==> config.mk <==
export PLATFORM = sky130hd
export DESIGN_NAME = instr_stream_ctrl
export DESIGN_NICKNAME = d
export VERILOG_FILES = /design/src/rtl/instr_stream_pkg.sv /design/src/rtl/instr_stream_ctrl_image_store.sv /design/src/rtl/instr_stream_ctrl.sv
export SDC_FILE = /design/constraint.sdc
export NUM_CORES = 2
export LEC_CHECK = 0
export ABC_AREA = 0
export CAP_MARGIN = 20
export CORE_UTILIZATION = 56
export CTS_CLUSTER_SIZE = 16
export DETAILED_ROUTE_END_ITERATION = 16
export PLACE_DENSITY = 0.75
export REMOVE_ABC_BUFFERS = 1
export SETUP_SLACK_MARGIN = 0.2
export SYNTH_ARGS = -nofsm -noshare
export SYNTH_HDL_FRONTEND = slang
export SYNTH_SLANG_ARGS = --single-unit
==> constraint.sdc <==
create_clock -name clk -period 3.5 [get_ports clk]
set_input_delay 1.05 -clock clk [delete_from_list [all_inputs] [get_ports clk]]
set_output_delay 1.05 -clock clk [all_outputs]
set_load 0.03 [all_outputs]
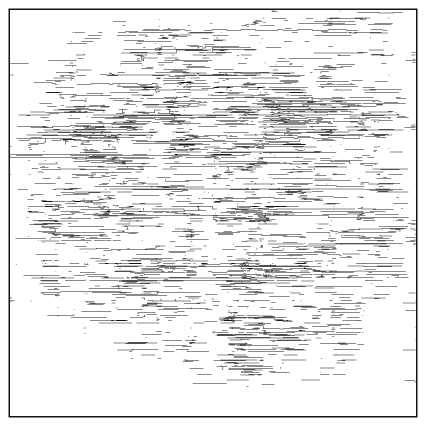
layer_met3.png
wire length on this layer: 28.2 mm
nets with wire on the layer: 879
main direction: horizontal
longest straight run: 151 um
share of all routed wire: 12%
final WL: 240000 um
Vias: 56500

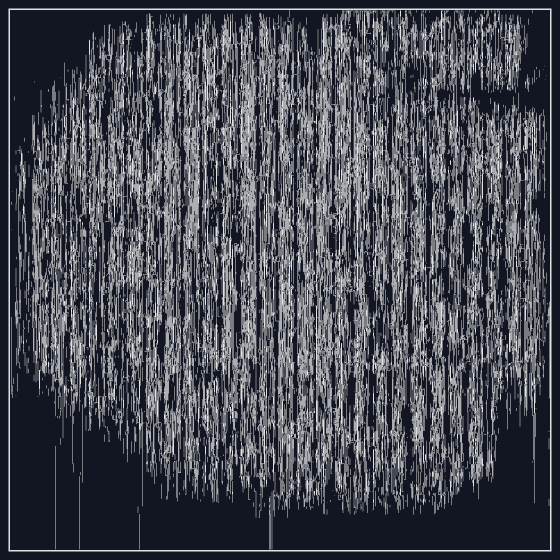
layer_met2.png
nets with wire on the layer: 5124
main direction: vertical
share of all routed wire: 47%
longest straight run: 102 um
met2 GRT Util: 48.6%

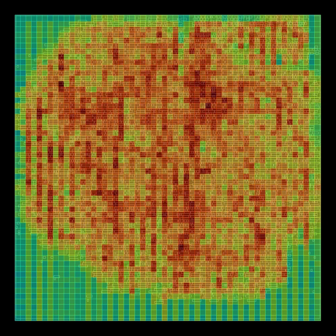
congestion.png
GRT Total Usage: 31.3%
met3 usage: 6.92%
met1 usage: 41.9%
GRT Max-Usage Layer: met2

==> flow_metrics.tcl <==
# flow metrics
set metrics [dict create \
    chipWidth_um 387 \
    grt_max_degree 112 \
    fp.coreArea_mm2 0.148 \
    cts_tree "done" \
    die-area_mm2 0.150 \
    initialDrtViolationCount 7971 \
    netlist_instances 5872 \
    cts_hold_buffers 0 \
    via_per_inst 6.81 \
    start_kind "flip-flop" \
    worst-slew-pin-transition_ps 860 \
    maxSlewViolCount 0 \
    flop_cell "edfxtp_1" \
    ys_types 64 \
    seqCellArea_mm2 0.0631 \
    io_buffers 118 \
    finClkSkew_ps 42.1 \
    drc 0 \
    status "complete, no violations" \
    io_pins 119 \
    drt.antenna.violating_nets 0 \
    hold_class "reg2reg" \
    firstDrtPassIters 9 \
    worstHoldPathCells 2 \
    tapCellCount 1930 \
    cts.sinks 2127 \
    design.seq.count 2127 \
    drive_gt1_share_pct 15.0 \
    ys_cells 5872 \
    rsz0062_at_grt "true" \
    grt_pass1_wl_um 349000 \
    clk_latency_ps 850 \
    leakage_nw 31.4 \
    place_area_mm2 0.0904 \
    layout_top_cell "edfxtp_1" \
]
-- cells by family (layout without fill, tap and decap cells) --
logic type,after synthesis,in the layout,synth area share (%)
muxes,4,4,0.0511
xor gates and xnor gates,13,13,0.137
other,0,5,0
DFF,2127,2127,75.8
buffers and inverters,492,971,2.24
adders and majority gates,6,6,0.0902
AOI/OAI and AO/OA,1357,1357,11.8
and+or+nand+nor,1873,1874,9.85
-- worst max-delay path, stage by stage (launching register included) --
cell and delay (ps):
dfxtp_1 330, nand4_1 200, buf_6 200, or4_4 470, or4_4 470, xor2_4 180, o21ai_2 80, or4_4 440
nor4_4 360, buf_4 190, nor2_2 40, mux2_2 280
-- where the power goes --
part / internal (mW) / switching, mW
Clock: 12.3 / 9.41
Combinational: 2.90 / 5.40
Sequential: 28.2 / 0.266
Total: 43.4 / 15.1
Power is estimated from default activity; no workload was simulated.
